--- config.mk ---
export PLATFORM = sky130hd
export DESIGN_NAME = muxn_scan_flat
export DESIGN_NICKNAME = d
export VERILOG_FILES = /design/src/rtl/muxn_pkg.sv /design/src/rtl/muxn_scan_if.sv /design/src/rtl/muxn_scan_sel_debounce.sv /design/src/rtl/muxn_scan.sv /design/src/flat_wrapper.sv
export SDC_FILE = /design/constraint.sdc
export NUM_CORES = 1
export LEC_CHECK = 0
export CAP_MARGIN = 0
export CORE_ASPECT_RATIO = 1.1
export CORE_MARGIN = 10
export CORE_UTILIZATION = 38
export CTS_BUF_LIST = sky130_fd_sc_hd__clkbuf_8 sky130_fd_sc_hd__clkbuf_16
export CTS_CLUSTER_DIAMETER = 60
export DETAILED_ROUTE_END_ITERATION = 6
export PLACE_DENSITY_LB_ADDON = 0.15
export REMOVE_ABC_BUFFERS = 1
export SETUP_SLACK_MARGIN = 0.02
export SYNTH_ARGS = -nofsm -noshare
export SYNTH_HDL_FRONTEND = slang
export SYNTH_SLANG_ARGS = --single-unit
export TNS_END_PERCENT = 1
--- constraint.sdc ---
create_clock -name clk -period 1.9 [get_ports clk]
set_clock_uncertainty 0.05 [all_clocks]
set_input_delay 0.19 -clock clk [delete_from_list [all_inputs] [get_ports clk]]
set_output_delay 0.19 -clock clk [all_outputs]
set_load 0.1 [all_outputs]
--- src/rtl/muxn_pkg.sv ---
// rtl/muxn_pkg.sv - shared defaults, mode type and clog2 helper for muxn_scan
package muxn_pkg;

    localparam int DEF_WIDTH       = 3;
    localparam int DEF_N           = 4;
    localparam int DEF_DEBOUNCE    = 4;
    localparam int DEF_SCAN_PERIOD = 16;

    typedef enum logic {
        MODE_MANUAL = 1'b0,
        MODE_SCAN   = 1'b1
    } mode_e;

    function automatic int clog2(input int n);
        int r;
        r = 0;
        while ((1 << r) < n) begin
            r = r + 1;
        end
        return r;
    endfunction

endpackage

--- src/rtl/muxn_scan_if.sv ---
// rtl/muxn_scan_if.sv - channel bus, select inputs and status outputs of muxn_scan
interface muxn_scan_if
    import muxn_pkg::*;
#(
    parameter int WIDTH = DEF_WIDTH,
    parameter int N     = DEF_N
);

    localparam int SELW = clog2(N);

    logic [N*WIDTH-1:0] in_bus;
    logic [SELW-1:0]    sel;
    logic               scan_en;
    logic [WIDTH-1:0]   out;
    logic [SELW-1:0]    out_ch;
    logic               sel_changed;
    logic               sel_invalid;

    modport master (
        output in_bus,
        output sel,
        output scan_en,
        input  out,
        input  out_ch,
        input  sel_changed,
        input  sel_invalid
    );

    modport slave (
        input  in_bus,
        input  sel,
        input  scan_en,
        output out,
        output out_ch,
        output sel_changed,
        output sel_invalid
    );

endinterface

--- src/rtl/muxn_scan_sel_debounce.sv ---
// rtl/muxn_scan_sel_debounce.sv - 2-flop synchroniser plus saturating debounce counter
module sel_debounce
    import muxn_pkg::*;
#(
    parameter int W        = 2,
    parameter int DEBOUNCE = DEF_DEBOUNCE
) (
    input  logic         clk,
    input  logic         rst,
    input  logic [W-1:0] din,
    output logic [W-1:0] dout,
    output logic         stable
);

    localparam int          CW      = (DEBOUNCE > 1) ? clog2(DEBOUNCE) : 1;
    localparam logic [CW-1:0] CNT_MAX = CW'(DEBOUNCE - 1);

    logic [W-1:0]  sync1;
    logic [W-1:0]  sync2;
    logic [W-1:0]  cand;
    logic [W-1:0]  held;
    logic [CW-1:0] cnt;

    always_ff @(posedge clk or posedge rst) begin
        if (rst) begin
            sync1 <= '0;
            sync2 <= '0;
            cand  <= '0;
            cnt   <= '0;
            held  <= '0;
        end else begin
            sync1 <= din;
            sync2 <= sync1;
            if (sync2 != cand) begin
                cand <= sync2;
                cnt  <= '0;
            end else if (cnt != CNT_MAX) begin
                cnt <= cnt + 1'b1;
            end
            held <= dout;
        end
    end

    // The last accepted value is held while a new candidate is still settling.
    assign stable = (cnt == CNT_MAX);
    assign dout   = stable ? cand : held;

endmodule

--- src/rtl/muxn_scan.sv ---
// rtl/muxn_scan.sv - registered N-channel selector with debounced select; MUXN_SCAN_EN adds auto-scan
module muxn_scan
    import muxn_pkg::*;
#(
    parameter int WIDTH       = DEF_WIDTH,
    parameter int N           = DEF_N,
    parameter int DEBOUNCE    = DEF_DEBOUNCE,
    parameter int SCAN_PERIOD = DEF_SCAN_PERIOD
) (
    input  logic         clk,
    input  logic         rst,
    muxn_scan_if.slave   bus
);

    localparam int              SELW    = clog2(N);
    localparam logic [SELW:0]   N_EXT   = (SELW + 1)'(N);
    localparam logic [SELW-1:0] LAST_CH = SELW'(N - 1);

    logic [SELW-1:0]  deb_sel;
    logic             unused_deb_stable;
    logic             deb_valid;
    logic [SELW-1:0]  active;
    logic [SELW-1:0]  active_nxt;
    logic [WIDTH-1:0] out_nxt;
    logic             invalid_nxt;
    logic             scan_step;
    mode_e            mode;

    sel_debounce #(
        .W        (SELW),
        .DEBOUNCE (DEBOUNCE)
    ) u_sel_debounce (
        .clk    (clk),
        .rst    (rst),
        .din    (bus.sel),
        .dout   (deb_sel),
        .stable (unused_deb_stable)
    );

    assign deb_valid = ({1'b0, deb_sel} < N_EXT);

`ifdef MUXN_SCAN_EN
    localparam int              CNTW      = clog2(SCAN_PERIOD);
    localparam logic [CNTW-1:0] SCAN_LAST = CNTW'(SCAN_PERIOD - 1);

    logic [CNTW-1:0] scan_cnt;

    assign mode      = bus.scan_en ? MODE_SCAN : MODE_MANUAL;
    assign scan_step = (mode == MODE_SCAN) && (scan_cnt == SCAN_LAST);

    // Held at zero in manual mode so every scan entry starts a full period.
    always_ff @(posedge clk or posedge rst) begin
        if (rst) begin
            scan_cnt <= '0;
        end else if (mode == MODE_MANUAL || scan_step) begin
            scan_cnt <= '0;
        end else begin
            scan_cnt <= scan_cnt + 1'b1;
        end
    end
`else
    localparam int unused_scan_period = SCAN_PERIOD;
    logic          unused_scan_en;

    assign unused_scan_en = bus.scan_en;
    assign mode           = MODE_MANUAL;
    assign scan_step      = 1'b0;
`endif

    always_comb begin
        active_nxt  = active;
        invalid_nxt = 1'b0;
        if (mode == MODE_SCAN) begin
            if (scan_step) begin
                active_nxt = (active == LAST_CH) ? '0 : active + 1'b1;
            end
        end else begin
            invalid_nxt = !deb_valid;
            if (deb_valid && (deb_sel != active)) begin
                active_nxt = deb_sel;
            end
        end
    end

    // The output slice follows the next channel so out and out_ch change on the same edge.
    always_comb begin
        out_nxt = '0;
        for (int k = 0; k < N; k++) begin
            if (active_nxt == SELW'(k)) begin
                out_nxt = bus.in_bus[k*WIDTH +: WIDTH];
            end
        end
    end

    always_ff @(posedge clk or posedge rst) begin
        if (rst) begin
            active          <= '0;
            bus.out         <= '0;
            bus.out_ch      <= '0;
            bus.sel_changed <= 1'b0;
            bus.sel_invalid <= 1'b0;
        end else begin
            active          <= active_nxt;
            bus.out         <= out_nxt;
            bus.out_ch      <= active_nxt;
            bus.sel_changed <= (active_nxt != active);
            bus.sel_invalid <= invalid_nxt;
        end
    end

endmodule

--- src/flat_wrapper.sv ---
// flat-port wrapper written by rule: the top's interface ports become plain ports
module muxn_scan_flat import muxn_pkg::*;
#(
    parameter int WIDTH       = DEF_WIDTH,
    parameter int N           = DEF_N,
    parameter int DEBOUNCE    = DEF_DEBOUNCE,
    parameter int SCAN_PERIOD = DEF_SCAN_PERIOD
)
  (clk, rst, bus_in_bus, bus_sel, bus_scan_en, bus_out, bus_out_ch, bus_sel_changed, bus_sel_invalid);
  muxn_scan_if #(.WIDTH(WIDTH), .N(N)) bus_i ();
  input  logic clk;
  input  logic rst;
  input wire logic [$bits(bus_i.in_bus)-1:0] bus_in_bus;
  input wire logic [$bits(bus_i.sel)-1:0] bus_sel;
  input wire logic [$bits(bus_i.scan_en)-1:0] bus_scan_en;
  output wire logic [$bits(bus_i.out)-1:0] bus_out;
  output wire logic [$bits(bus_i.out_ch)-1:0] bus_out_ch;
  output wire logic [$bits(bus_i.sel_changed)-1:0] bus_sel_changed;
  output wire logic [$bits(bus_i.sel_invalid)-1:0] bus_sel_invalid;
  assign bus_i.in_bus = bus_in_bus;
  assign bus_i.sel = bus_sel;
  assign bus_i.scan_en = bus_scan_en;
  assign bus_out = bus_i.out;
  assign bus_out_ch = bus_i.out_ch;
  assign bus_sel_changed = bus_i.sel_changed;
  assign bus_sel_invalid = bus_i.sel_invalid;
  muxn_scan #(.WIDTH(WIDTH), .N(N), .DEBOUNCE(DEBOUNCE), .SCAN_PERIOD(SCAN_PERIOD)) u_core (.clk(clk), .rst(rst), .bus(bus_i));
endmodule
### Met3 routing, run 1

Bar = 20 µm.
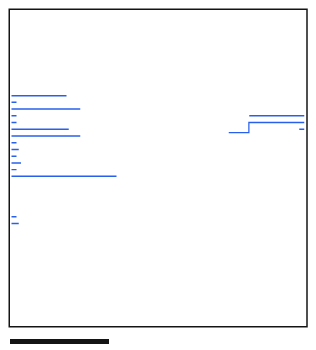
share of all routed wire: 10%
longest straight run: 20.9 µm
wire length on this layer: 107 µm
main direction: horizontal
nets with wire on the layer: 18
DRT Wirelength: 1070 µm
GR Layer Usage met3: 0.0375
DR vias: 385

### Cell placement, run 1

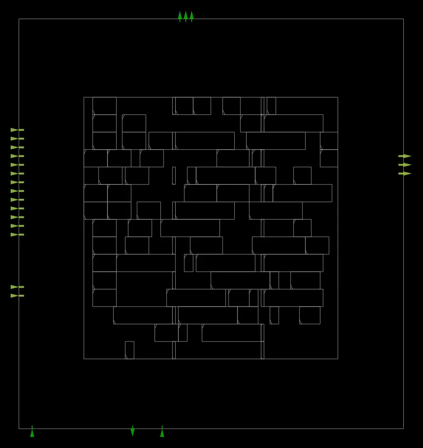
num rows: 15
core area: 1610 µm²
Tap Cells: 17

### Sequential cells coloured by netlist name, run 1

Other sequential cells in the stronger grey, the rest of the logic in the fainter grey.
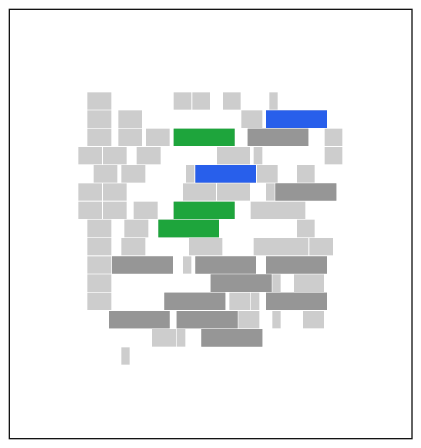
| colour | signal | flops |
|---|---|---|
| green | u_core.bus.out | 3 |
| blue | u_core.active | 2 |
not coloured: 11
Register Area: 400 µm²
Seq power: 0.000467 W
post-layout util: 0.569

-- run 1: final timing paths --
check                                                             to  cells past startpoint                                     start
max                                      u_core.bus.out[0]$_DFF_PP0_                      4  u_core.u_sel_debounce.cnt[0]$_DFFE_PP0P_
min reg2reg                 u_core.u_sel_debounce.sync2[0]$_DFF_PP0_                      0  u_core.u_sel_debounce.sync1[0]$_DFF_PP0_
min in group clk            u_core.u_sel_debounce.sync2[0]$_DFF_PP0_                      0  u_core.u_sel_debounce.sync1[0]$_DFF_PP0_
max reg2reg                              u_core.bus.out[0]$_DFF_PP0_                      4  u_core.u_sel_debounce.cnt[0]$_DFFE_PP0P_
min                        u_core.u_sel_debounce.cand[0]$_DFFE_PP0P_                      2                                       rst
max in group asynchronous    u_core.u_sel_debounce.held[1]$_DFF_PP0_                      2                                       rst
-- run 1: power breakdown --
part           internal (W)  switching (W)  total (W)
combinational      0.000201       0.000550   0.000751
sequential         0.000424      0.0000431   0.000467
clock              0.000183       0.000103   0.000286
-- run 1: cell families after synthesis --
family | share of synthesized area
mux | 0.218
buf+inv | 0.0677
other cells | 0.00563
flops | 0.601
fa+ha+maj | 0.0188
xor+xnor | 0.0658
simple gates | 0.0226
-- run 1: cell type report --
| type | instances | area [µm²] | share of cell area |
|---|---|---|---|
| flip-flops and latches | 16 | 400 | 0.436 |
| multi-input cells | 23 | 220 | 0.240 |
| repair buffers | 22 | 203 | 0.221 |
| clock buffers | 4 | 55.1 | 0.0599 |
| well taps | 17 | 21.3 | 0.0232 |
| inverters | 5 | 18.8 | 0.0204 |
-- run 1: per-layer routing --
metal  wire length [µm]  vias up  share of wire
met1                517      172           0.48
met5                  0        -              0
met3                107        0           0.10
met4                  0        0              0
met2                447       18           0.42
li1                   -      195              -
==> results.sh, run 1 <==
# flow metrics
export IMPL_status="complete, no violations"
export IMPL_antenna_found_initial=0
export IMPL_leakage_nw=0.481
export IMPL_grt_pass1_vias=420
export IMPL_viasPerCell=4.43
export IMPL_edf_count=0
export IMPL_die_h_um=63.9
export IMPL_grt_pass1_wl_um=1750
export IMPL_drive_gt1_frac=0.186
export IMPL_hold_viol=0
export IMPL_drtIter0Drc=0
export IMPL_layout_top_cell="dfrtp_1"
export IMPL_gr_total_overflow=0
export IMPL_critPathLaunchType="flip-flop"
export IMPL_ff_type="dfrtp_1"
export IMPL_slowest_stage="mux2i_4"
export IMPL_drt_first_pass_iters=1
export IMPL_final_nets=89
export IMPL_ys_cells=48
export IMPL_finalSetupTns_ns=0
export IMPL_reg2reg_setup_slack_ns=0.33
export IMPL_layout_cells_non_filler=87
export IMPL_ir_drop_mv=0.722
export IMPL_worstSetupPathType="flip-flop to flip-flop"
export IMPL_grtUsageMet2=0.0876
export IMPL_fin_crit_ns=1.57
export IMPL_yosys_area_um2=666
export IMPL_postLayoutCellArea_um2=918
export IMPL_final_cell_mix="dfrtp_1, clkdlybuf4s50_1, mux2i_1"
export IMPL_cts_htree_levels=1
export IMPL_port_buffer_count=21
export IMPL_yosys_area_top_type_share=0.602
export IMPL_max_freq_ghz=0.637
export IMPL_powerDensity_nw_per_um2=1640
export IMPL_syn_area_um2=666
export IMPL_hp_class="input pin to async pin"
export IMPL_setup_viol=0
export IMPL_clock_sinks=16
export IMPL_most_common_cell="dfrtp_1"
export IMPL_gp_congestion=0.650
export IMPL_fillers=145
export IMPL_ctsHoldBuffers=0
export IMPL_postSynthAreaPerCell_um2=13.9
export IMPL_largest_register="u_core.bus.out"
export IMPL_cts_tree="done"
export IMPL_warnings=26
export IMPL_ys_async_sr_fraction=1.00
export IMPL_placed_cell_area_um2=863
export IMPL_ys_seq_frac=0.602
export IMPL_slew_violations=0
export IMPL_tightest_slew_ns=0.570
export IMPL_slew_headroom=0.620
export IMPL_n_antenna_cell=0
export IMPL_pre_cts_ws_ns=0.307
export IMPL_path_common_cell="mux2i_1"
export IMPL_yosysTopAreaCell="dfrtp_1"
==> run 1 -> run 2 <==
- clock period: 1.9 -> 1.3 ns (I/O delays scaled with it)
### Signal wires by layer, run 2

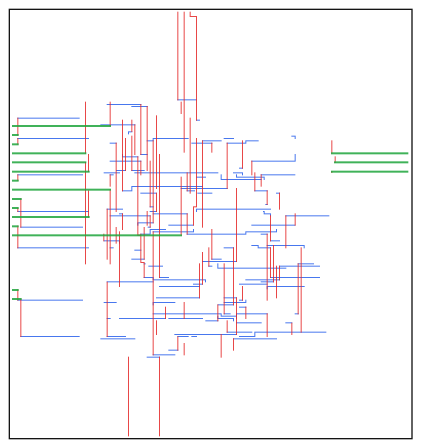
| colour | layer | wire length |
|---|---|---|
| blue | M1 | 477 µm |
| red | M2 | 535 µm |
| green | M3 | 138 µm |
DR vias: 412
routed len/inst: 12.4 µm

==> run 2 against run 1 <==
  * Sequential share of layout area down 6.1 points
  * Cell area up 16%
  * Sequential cell count unchanged
  * Critical path depth up 1
  * Routed wire length up 7.4%
  * Die area unchanged
  * Worst hold slack worse by 0.11 ns
  * The flow now finishes with violations (setup timing)
  * Highest routed layer unchanged
  * Clock-buffer cell count unchanged
  * Largest power group unchanged
  * Fmax up 11%
==> results.sh, run 2 <==
# flow metrics
export IMPL_cts_htree_levels=1
export IMPL_leakage_nw=0.535
export IMPL_num_rows=15
export IMPL_slew_violations=0
export IMPL_yosysTopAreaCell="dfrtp_1"
export IMPL_top_power_group="combinational cells"
export IMPL_layout_top_cell="dfrtp_1"
export IMPL_ff_type="dfrtp_1"
export IMPL_top_logic_kind="multiplexers"
export IMPL_yosys_area_top_type_share=0.602
export IMPL_setup_viol=4
export IMPL_seq_cell_power_w=0.000730
export IMPL_core_area_um2=1610
export IMPL_ys_sh_adder=0.0188
export IMPL_critPathLaunchType="flip-flop"
export IMPL_ys_async_sr_fraction=1.00
export IMPL_clkPwrFrac=0.165
export IMPL_status="finished with violations"
export IMPL_grt_pass1_wl_um=2070
export IMPL_slowest_stage="dfrtp_1"
export IMPL_ys_seq_frac=0.602
export IMPL_setup_slack_ns=-0.117
export IMPL_power_clock_w=0.000422
export IMPL_p_switching_w=0.00109
export IMPL_placed_cell_area_um2=981
export IMPL_n_antenna_cell=0
export IMPL_violations="setup timing"
export IMPL_worstSetupPathType="flip-flop to flip-flop"
export IMPL_ys_sh_mux=0.218
export IMPL_layout_cells_non_filler=93
export IMPL_ff2ff_path_depth=5
export IMPL_grt_pass1_vias=466
export IMPL_ctsHoldBuffers=0
export IMPL_ys_cells=48
export IMPL_largest_register="u_core.bus.out"
export IMPL_viasPerCell=4.43
export IMPL_r2r_start="u_core.u_sel_debounce.cnt[1]$_DFFE_PP0P_"
export IMPL_reg2reg_setup_slack_ns=-0.12
export IMPL_powerDensity_nw_per_um2=2400
export IMPL_clock_sinks=16
export IMPL_drive_gt1_frac=0.276
export IMPL_hp_class="input pin to async pin"
export IMPL_ir_drop_mv=1.42
export IMPL_max_freq_ghz=0.705
export IMPL_gp_congestion=0.651
export IMPL_cts_tree="done"
export IMPL_edf_count=0
export IMPL_ys_sh_aoi=0
export IMPL_yosys_area_um2=666
export IMPL_drt_first_pass_iters=2
### Met3 routing, run 2

Bar = 20 µm.
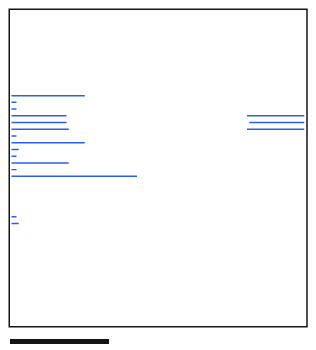
wire length on this layer: 138 µm
main direction: horizontal
DRT Wirelength: 1150 µm
GR Layer Usage met3: 0.0435

[run 2: cell counts after synthesis]
No cell type changed its count.
[run 2: per-stage QoR]
stage,setup TNS (ns),utilization,setup slack (ns)
after global routing,-0.708,0.661,-0.208
final,-0.385,0.661,-0.117
after global placement,-0.598,0.608,-0.135
after floorplan,-1.29,-,-0.300
after detailed placement,-0.736,0.608,-0.177
after CTS,-0.428,0.650,-0.126
[run 2: cell type report]
type / count / area, µm² / area share
Sequential cell: 16 / 400 / 0.375
Timing Repair Buffer: 28 / 335 / 0.314
Multi-Input combinational cell: 23 / 236 / 0.222
Clock buffer: 4 / 55.1 / 0.0516
Tap cell: 17 / 21.3 / 0.0199
Inverter: 5 / 18.8 / 0.0176
[run 2: what timing repair did]
action	CTS	global route
resized	2	1
pin swaps	1	0
buffers inserted	0	2
hold endpoints to repair	0	0
setup endpoints to repair	6	6
[run 2: per-layer routing]
| metal | global-route usage | part of all wire | wire length [µm] |
|---|---|---|---|
| met5 | 0 | 0 | 0 |
| met4 | 0.0253 | 0 | 0 |
| met3 | 0.0435 | 0.12 | 138 |
| met2 | 0.0941 | 0.47 | 535 |
| met1 | 0.0821 | 0.41 | 476 |
[run 2: worst max-delay path by stage]
stage	end	slack, ns	cells after the start
2_1_floorplan	u_core.bus.out[0]$_DFF_PP0_	-0.30	4
3_3_place_gp	u_core.bus.out[0]$_DFF_PP0_	-0.13	5
3_5_place_dp	u_core.bus.out[2]$_DFF_PP0_	-0.18	5
4_1_cts	u_core.bus.out[2]$_DFF_PP0_	-0.13	5
5_1_grt	u_core.bus.out[2]$_DFF_PP0_	-0.21	5
6_report	u_core.bus.out[2]$_DFF_PP0_	-0.12	5
Power is estimated from default activity; no workload was simulated.
